$ cat src/rtl/pc_controller_if.sv
// IF-stage sequencer bus: hazard/branch/imem inputs and PC/strobe/flush outputs of pc_controller.
interface pc_controller_if;
    logic        IMEM_BUSYWAIT;
    logic        STALL;
    logic        BRANCH_TAKEN;
    logic [31:0] BRANCH_TARGET;
    logic [31:0] PC;
    logic [31:0] PC_PLUS4;
    logic        IMEM_READ;
    logic        FETCH_VALID;
    logic        FLUSH_IFID;
    logic        FLUSH_IDEX;
    logic        MISALIGN_EXC;

    modport master (
        input  IMEM_BUSYWAIT, STALL, BRANCH_TAKEN, BRANCH_TARGET,
        output PC, PC_PLUS4, IMEM_READ, FETCH_VALID, FLUSH_IFID, FLUSH_IDEX, MISALIGN_EXC
    );

    modport slave (
        output IMEM_BUSYWAIT, STALL, BRANCH_TAKEN, BRANCH_TARGET,
        input  PC, PC_PLUS4, IMEM_READ, FETCH_VALID, FLUSH_IFID, FLUSH_IDEX, MISALIGN_EXC
    );
endinterface

$ cat src/rtl/pc_controller.sv
// IF-stage PC sequencer: advance / hold / redirect with pending-redirect capture across imem busywait.
// Optional feature macro MISALIGN_TRAP_EN: misaligned redirect targets trap to TRAP_VECTOR.
module pc_controller #(
    parameter logic [31:0] RESET_VECTOR = 32'h0000_0000,
    parameter logic [31:0] TRAP_VECTOR  = 32'h0000_0010
) (
    input  logic              CLOCK,
    input  logic              RESET,
    pc_controller_if.master   bus
);

    localparam logic [1:0] IDLE     = 2'd0;
    localparam logic [1:0] FETCH    = 2'd1;
    localparam logic [1:0] WAIT_MEM = 2'd2;

    logic [1:0]  state, state_nxt;
    logic [31:0] pc, pc_nxt, pc_plus4;
    logic        pend_valid, pend_valid_nxt;
    logic [31:0] pend_target, pend_target_nxt;
    logic        redirect;
    logic [31:0] redir_addr;
    logic        flush;
    logic        imem_read;

    function automatic logic [31:0] redirect_pc(input logic [31:0] t);
`ifdef MISALIGN_TRAP_EN
        return (t[1:0] != 2'b00) ? TRAP_VECTOR : t;
`else
        return t & 32'hFFFF_FFFC;
`endif
    endfunction

    assign pc_plus4 = pc + 32'd4;

    always_comb begin
        state_nxt       = state;
        pc_nxt          = pc;
        pend_valid_nxt  = pend_valid;
        pend_target_nxt = pend_target;
        redirect        = 1'b0;
        redir_addr      = pend_target;
        case (state)
            IDLE: state_nxt = FETCH;
            FETCH: begin
                if (bus.BRANCH_TAKEN && !bus.IMEM_BUSYWAIT) begin
                    redirect   = 1'b1;
                    redir_addr = bus.BRANCH_TARGET;
                end else if (bus.IMEM_BUSYWAIT) begin
                    state_nxt = WAIT_MEM;
                    if (bus.BRANCH_TAKEN) begin
                        pend_valid_nxt  = 1'b1;
                        pend_target_nxt = bus.BRANCH_TARGET;
                    end
                end else if (!bus.STALL) begin
                    pc_nxt = pc_plus4;
                end
            end
            WAIT_MEM: begin
                // A redirect arriving while memory is busy replaces any older pending one.
                if (bus.BRANCH_TAKEN) begin
                    pend_valid_nxt  = 1'b1;
                    pend_target_nxt = bus.BRANCH_TARGET;
                end
                if (!bus.IMEM_BUSYWAIT) begin
                    state_nxt      = FETCH;
                    pend_valid_nxt = 1'b0;
                    if (bus.BRANCH_TAKEN) begin
                        redirect   = 1'b1;
                        redir_addr = bus.BRANCH_TARGET;
                    end else if (pend_valid) begin
                        redirect   = 1'b1;
                        redir_addr = pend_target;
                    end else if (!bus.STALL) begin
                        pc_nxt = pc_plus4;
                    end
                end
            end
            default: state_nxt = IDLE;
        endcase
        if (redirect) pc_nxt = redirect_pc(redir_addr);
    end

`ifdef MISALIGN_TRAP_EN
    logic misalign;
`endif

    always_ff @(posedge CLOCK or negedge RESET) begin
        if (!RESET) begin
            state      <= IDLE;
            pc         <= RESET_VECTOR;
            pend_valid <= 1'b0;
            flush      <= 1'b0;
            imem_read  <= 1'b0;
`ifdef MISALIGN_TRAP_EN
            misalign   <= 1'b0;
`endif
        end else begin
            state      <= state_nxt;
            pc         <= pc_nxt;
            pend_valid <= pend_valid_nxt;
            flush      <= redirect;
            imem_read  <= (state_nxt != IDLE);
`ifdef MISALIGN_TRAP_EN
            misalign   <= redirect && (redir_addr[1:0] != 2'b00);
`endif
        end
    end

    // Target is only meaningful while pend_valid is set, so it carries no reset.
    always_ff @(posedge CLOCK) begin
        pend_target <= pend_target_nxt;
    end

    assign bus.PC          = pc;
    assign bus.PC_PLUS4    = pc_plus4;
    assign bus.IMEM_READ   = imem_read;
    assign bus.FETCH_VALID = (state == FETCH) && !bus.IMEM_BUSYWAIT && !bus.BRANCH_TAKEN && !flush;
    assign bus.FLUSH_IFID  = flush;
    assign bus.FLUSH_IDEX  = flush;
`ifdef MISALIGN_TRAP_EN
    assign bus.MISALIGN_EXC = misalign;
`else
    assign bus.MISALIGN_EXC = 1'b0;
`endif

endmodule

$ cat src/flat_wrapper.sv
// flat-port wrapper written by rule: the top's interface ports become plain ports
module pc_controller_flat 
#(
    parameter logic [31:0] RESET_VECTOR = 32'h0000_0000,
    parameter logic [31:0] TRAP_VECTOR  = 32'h0000_0010
)
  (CLOCK, RESET, bus_IMEM_BUSYWAIT, bus_STALL, bus_BRANCH_TAKEN, bus_BRANCH_TARGET, bus_PC, bus_PC_PLUS4, bus_IMEM_READ, bus_FETCH_VALID, bus_FLUSH_IFID, bus_FLUSH_IDEX, bus_MISALIGN_EXC);
  pc_controller_if bus_i ();
  input  logic CLOCK;
  input  logic RESET;
  input wire logic [$bits(bus_i.IMEM_BUSYWAIT)-1:0] bus_IMEM_BUSYWAIT;
  input wire logic [$bits(bus_i.STALL)-1:0] bus_STALL;
  input wire logic [$bits(bus_i.BRANCH_TAKEN)-1:0] bus_BRANCH_TAKEN;
  input wire logic [$bits(bus_i.BRANCH_TARGET)-1:0] bus_BRANCH_TARGET;
  output wire logic [$bits(bus_i.PC)-1:0] bus_PC;
  output wire logic [$bits(bus_i.PC_PLUS4)-1:0] bus_PC_PLUS4;
  output wire logic [$bits(bus_i.IMEM_READ)-1:0] bus_IMEM_READ;
  output wire logic [$bits(bus_i.FETCH_VALID)-1:0] bus_FETCH_VALID;
  output wire logic [$bits(bus_i.FLUSH_IFID)-1:0] bus_FLUSH_IFID;
  output wire logic [$bits(bus_i.FLUSH_IDEX)-1:0] bus_FLUSH_IDEX;
  output wire logic [$bits(bus_i.MISALIGN_EXC)-1:0] bus_MISALIGN_EXC;
  assign bus_i.IMEM_BUSYWAIT = bus_IMEM_BUSYWAIT;
  assign bus_i.STALL = bus_STALL;
  assign bus_i.BRANCH_TAKEN = bus_BRANCH_TAKEN;
  assign bus_i.BRANCH_TARGET = bus_BRANCH_TARGET;
  assign bus_PC = bus_i.PC;
  assign bus_PC_PLUS4 = bus_i.PC_PLUS4;
  assign bus_IMEM_READ = bus_i.IMEM_READ;
  assign bus_FETCH_VALID = bus_i.FETCH_VALID;
  assign bus_FLUSH_IFID = bus_i.FLUSH_IFID;
  assign bus_FLUSH_IDEX = bus_i.FLUSH_IDEX;
  assign bus_MISALIGN_EXC = bus_i.MISALIGN_EXC;
  pc_controller #(.RESET_VECTOR(RESET_VECTOR), .TRAP_VECTOR(TRAP_VECTOR)) u_core (.CLOCK(CLOCK), .RESET(RESET), .bus(bus_i));
endmodule
$ cat config.mk
export PLATFORM = sky130hd
export DESIGN_NAME = pc_controller_flat
export DESIGN_NICKNAME = d
export VERILOG_FILES = /design/src/rtl/pc_controller_if.sv /design/src/rtl/pc_controller.sv /design/src/flat_wrapper.sv
export SDC_FILE = /design/constraint.sdc
export NUM_CORES = 1
export LEC_CHECK = 0
export ABC_AREA = 1
export CAP_MARGIN = 20
export CORE_MARGIN = 8
export CORE_UTILIZATION = 46
export DETAILED_ROUTE_END_ITERATION = 7
export GPL_ROUTABILITY_DRIVEN = 1
export PLACE_DENSITY = 0.8
export SETUP_SLACK_MARGIN = 0.15
export SYNTH_ARGS = -nofsm -noshare
export SYNTH_HDL_FRONTEND = slang
export SYNTH_SLANG_ARGS = --single-unit
$ cat constraint.sdc
create_clock -name CLOCK -period 2.6 [get_ports CLOCK]
set_clock_uncertainty 0.15 [all_clocks]
set_input_delay 0.52 -clock CLOCK [delete_from_list [all_inputs] [get_ports CLOCK]]
set_output_delay 0.52 -clock CLOCK [all_outputs]
set_load 0.005 [all_outputs]
==> impl_metrics.tcl, run 1 <==
# metrics dict for downstream scripts
set metrics [dict create \
    status "finished, final reports clean" \
    cts_resized 146 \
    synth_top_cell_by_count "nand2_1" \
    warnings 34 \
    fin_nets 894 \
    cp_cell_sequence "ha_4 -> nand3_4 -> buf_6 -> nor2_4 -> buf_6 -> buf_6 -> nand2_2 -> nand2_1 -> nand2_1 -> buf_2" \
    synth_warnings 0 \
    ys_sh_adder_pct 1.64 \
    p_int_mw 4.47 \
    leakage_nw 3.35 \
    p_comb_share_pct 62.4 \
    grtUsageMet3_pct 4.90 \
    dr.pass1.iters 5 \
    fin_cells 989 \
    common_cells "222 x nand2_1, 76 x inv_1, 67 x o21ai_0" \
    buffer_area_share_pct 26.1 \
    power_mw 8.02 \
    busiest_layer "met2" \
    regArea_sq_mm 0.00179 \
    yosysUniqueCellTypes 34 \
]
## run 1: worst max path at each step
stage / end / slack (ps) / cells past startpoint
finish: bus_PC_PLUS4[24] / 20 / 10
global route: bus_PC_PLUS4[28] / -40 / 9
CTS: bus_PC_PLUS4[14] / 30 / 9
detailed placement: bus_PC_PLUS4[18] / 60 / 7
global placement: bus_PC_PLUS4[29] / 80 / 7
floorplan: u_core.pend_target[10]$_DFFE_PP_ / 260 / 5
## run 1: stage by stage
step / hold slack [ps] / area, sq um
finish: 385 / 7190
global route: 417 / 7190
detailed placement: 378 / 5880
floorplan: 74.4 / 4590
CTS: 394 / 6680
global placement: 364 / 5880
## run 1: worst min-delay path, cell delays in order (launching register included)
cell	delay (ps)
edfxtp_1	350
o211ai_1	100
nand2_1	60
Run 1, routing congestion map:
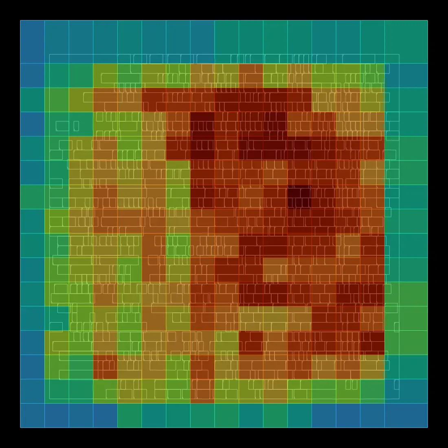
met1 usage in global routing: 29.9%
per-cell routed wire length: 18.5 um

Run 1, placement by cell class:
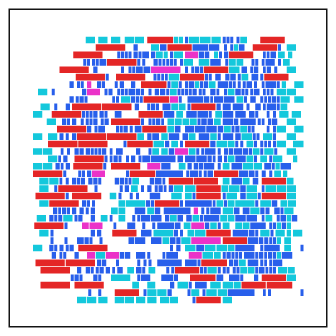
legend:
  clock drivers and dummy loads:
    colour: magenta
    cells: 16
  other buffers and delay cells:
    colour: cyan
    cells: 210
  flip-flops:
    colour: red
    cells: 65
  all other logic:
    colour: blue
    cells: 565
fin area: 0.00719 sq mm
post-layout util: 73.9%
Core ar.: 0.00973 sq mm
row cnt: 36
flop share of the area: 24.9%

Run 1, signal wires by layer:
Two of the layers only.
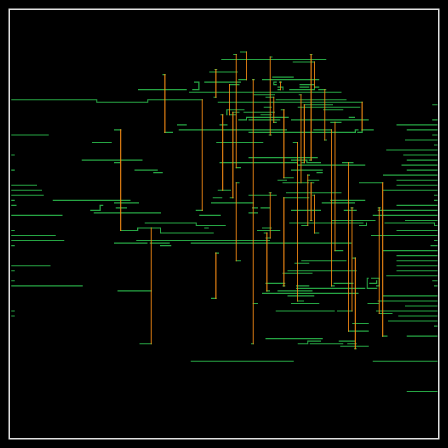
legend:
  met3:
    colour: green
    wire_length: 1730 um
  met4:
    colour: orange
    wire_length: 824 um
Global Route Usage Sum: 24.3%
via count: 5420

==> run 2, diff against run 1 <==
GPL_TIMING_DRIVEN = 0   (was default)
SLEW_MARGIN = 20   (was default)
==> run 2 against run 1 <==
Against the previous run:
- the run now ends with setup timing left
- critical endpoint is now bus_PC_PLUS4[28]
- non-clock buffer count rose by 13
- synthesized cell count unchanged
- via count grew 3.9%
- highest routed layer unchanged
- first-iteration DRC count rose by 21%
- sequential cell count unchanged
==> impl_metrics.tcl, run 2 <==
# metrics dict for downstream scripts
set metrics [dict create \
    status "finished, violations left" \
    violations "setup timing" \
    leakage_nw 3.34 \
    cts_setup_buffers 62 \
    cp_cell_sequence "buf_4 -> nand2_4 -> nor2_4 -> buf_6 -> nand2_8 -> buf_6 -> nor2_4 -> buf_6 -> nand3_1 -> nand2_1 -> buf_2" \
    core-area_sq_mm 0.00973 \
    fin_ws_ps -79.9 \
    placed_area_sq_mm 0.00579 \
    grtUsageMet1_pct 30.4 \
    yosysUniqueCellTypes 34 \
    grtUsageMet3_pct 6.93 \
    busiest_layer "met2" \
    finalSetupViolCount 6 \
    synth_seq_share_pct 38.8 \
    cpMostUsedCell "buf_6" \
    synth_warnings 0 \
    cellPowerDensity_mw_per_mm2 1090 \
    die_h_um 116 \
    finalHoldViolations 0 \
    crit_cells 11 \
    track_usage_pct 25.8 \
    warnings 34 \
    ys_sh_adder_pct 1.64 \
    fin_nets 907 \
    yosysCellCount 655 \
    power_mw 7.81 \
    rows 36 \
    common_cells "222 x nand2_1, 76 x inv_1, 67 x o21ai_0" \
    buffer_area_share_pct 27.2 \
    dr.pass1.iters 8 \
    cts_resized 151 \
    p_comb_share_pct 61.4 \
    hold-worst-slack_ps 386 \
    cp-start-kind "flip-flop" \
    synth_top_cell_by_count "nand2_1" \
    wl_met2_um 8800 \
    cp_slowest_cell "dfrtp_2" \
    fin_cells 1002 \
    vias_per_cell 5.62 \
    wl_per_cell_um 19.2 \
    vias 5634 \
]
-- run 2: cell counts after synthesis --
Identical to the previous run, type by type.
-- run 2: worst paths after layout --
kind	to	slack, ps	from
min in group CLOCK	u_core.bus.PC[2]$_DFFE_PN0P_	400	u_core.pend_target[2]$_DFFE_PP_
max reg2reg	u_core.bus.PC[20]$_DFFE_PN0P_	140	u_core.bus.PC[6]$_DFFE_PN0P_
max in group asynchronous	u_core.bus.PC[25]$_DFFE_PN0P_	1450	RESET
max	bus_PC_PLUS4[28]	-80	u_core.bus.PC[6]$_DFFE_PN0P_
min	u_core.bus.PC[26]$_DFFE_PN0P_	390	RESET
min reg2reg	u_core.bus.PC[2]$_DFFE_PN0P_	400	u_core.pend_target[2]$_DFFE_PP_
Run 2, clock distribution:
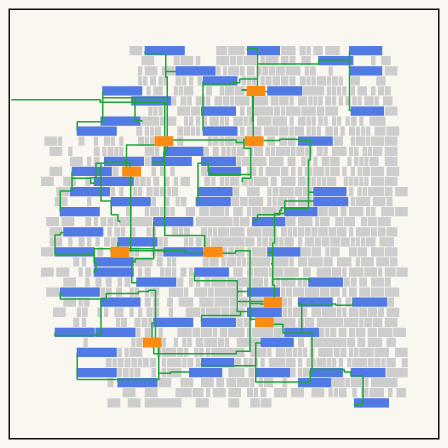
legend:
  flip-flops:
    colour: blue
    count: 65
  clock wires:
    colour: green
    length: 1060 um
  cells driving clock nets:
    colour: orange
    count: 9
routed clock nets: 10
clk_lat worst skew: 360 ps
Clk power: 916 uW
Clock Power Share: 11.7%

Run 2, placement by cell class:
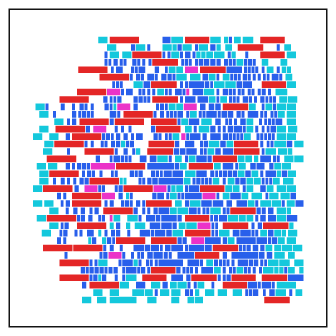
legend:
  other buffers and delay cells:
    colour: cyan
    cells: 223
  flip-flops:
    colour: red
    cells: 65
  all other logic:
    colour: blue
    cells: 565
  clock drivers and dummy loads:
    colour: magenta
    cells: 16
flop share of the area: 25.2%
post-layout util: 73.5%
fin area: 0.00715 sq mm

==> run 3, diff against run 2 <==
CORE_ASPECT_RATIO = 1.4   (was default)
==> run 3 against run 2 <==
Against the previous run:
- worst setup slack lost 88 ps
- critical endpoint unchanged
- synthesized area is the same
- highest routed layer unchanged
- clock-buffer cell count shrank 1
- the flow still finishes with violations (setup timing)
- global-route usage shrank 2.0 points
==> impl_metrics.tcl, run 3 <==
# metrics dict for downstream scripts
set metrics [dict create \
    endpoint "bus_PC_PLUS4[28]" \
    regArea_sq_mm 0.00180 \
    synth_top_cell_by_count "nand2_1" \
    yosysUniqueCellTypes 34 \
    finalSetupViolCount 8 \
    powerClk_mw 1.25 \
    crit_cells 8 \
    dr.pass1.iters 5 \
    p_sw_mw 3.50 \
    fin_nets 873 \
    startpoint "u_core.bus.PC[3]$_DFFE_PN0P_" \
    fin_ws_ps -168 \
    p_comb_share_pct 58.4 \
    cp-start-kind "flip-flop" \
    reg2reg_slack_ps 320 \
    clk_latency_ps 340 \
    cp_slowest_cell "clkdlybuf4s50_1" \
    cts_setup_buffers 36 \
    synth_seq_share_pct 38.8 \
    hold_start "u_core.pend_target[2]$_DFFE_PP_" \
    clock-sinks 65 \
    cts_resized 86 \
    leakage_nw 3.26 \
    power_mw 8.06 \
    p_clk_share_pct 15.5 \
    p_int_mw 4.56 \
    die_h_um 134 \
    cp_cell_sequence "ha_4 -> nand3_4 -> inv_4 -> nand2_4 -> nor2_4 -> nand3_1 -> nand2_1 -> clkdlybuf4s50_1" \
    hold-worst-slack_ps 384 \
    vias 5337 \
    vias_per_cell 5.50 \
    violations "setup timing" \
    drive_gt1_share_pct 26.8 \
    synth_warnings 0 \
    r2r-start "u_core.state[0]$_DFF_PN0_" \
    drv_cap 0 \
    post-route-util_pct 71.3 \
    placed_area_sq_mm 0.00580 \
    finalHoldViolations 0 \
    status "finished, violations left" \
    cellPowerDensity_mw_per_mm2 1150 \
    final_common_cell "nand2_1" \
]
[run 3: cell types whose count changed in the layout (fill, tap and decap cells not counted), sizes merged]
| cell | change |
|---|---|
| buf | -46 |
| clkdlybuf4s50 | +8 |
| clkbuf | +1 |
| dlymetal6s2s | +5 |
| clkinv | +1 |
| dlygate4sd2 | -2 |
| clkdlybuf4s15 | -1 |
[run 3: layer usage]
layer	routed length (um)	part of all wire [%]	GRT usage, %	up-vias
met5	0	0	0	-
met4	1210	6.9	16.7	0
met3	1420	8.1	3.16	102
met2	8710	50	41.2	338
met1	6240	35	26.3	2473
li1	-	-	-	2424
Run 3, placement by cell class:
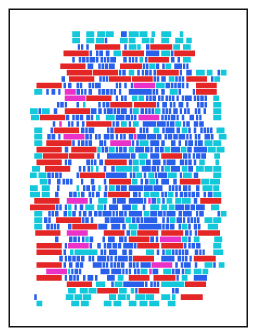
legend:
  flip-flops:
    colour: red
    cells: 65
  all other logic:
    colour: blue
    cells: 565
  other buffers and delay cells:
    colour: cyan
    cells: 189
  clock drivers and dummy loads:
    colour: magenta
    cells: 16
Core ar.: 0.00979 sq mm
fin area: 0.00698 sq mm
flop share of the area: 25.8%
row cnt: 43

Run 3, routing congestion map:
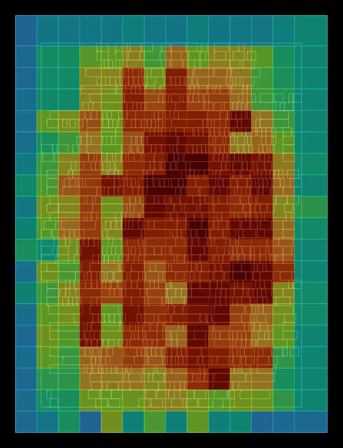
Global Route Usage Sum: 23.9%
most used routing layer: met2
met1 usage in global routing: 26.3%
per-cell routed wire length: 18.1 um
Global Route met3 Usage: 3.16%

Power is estimated from default activity; no workload was simulated.
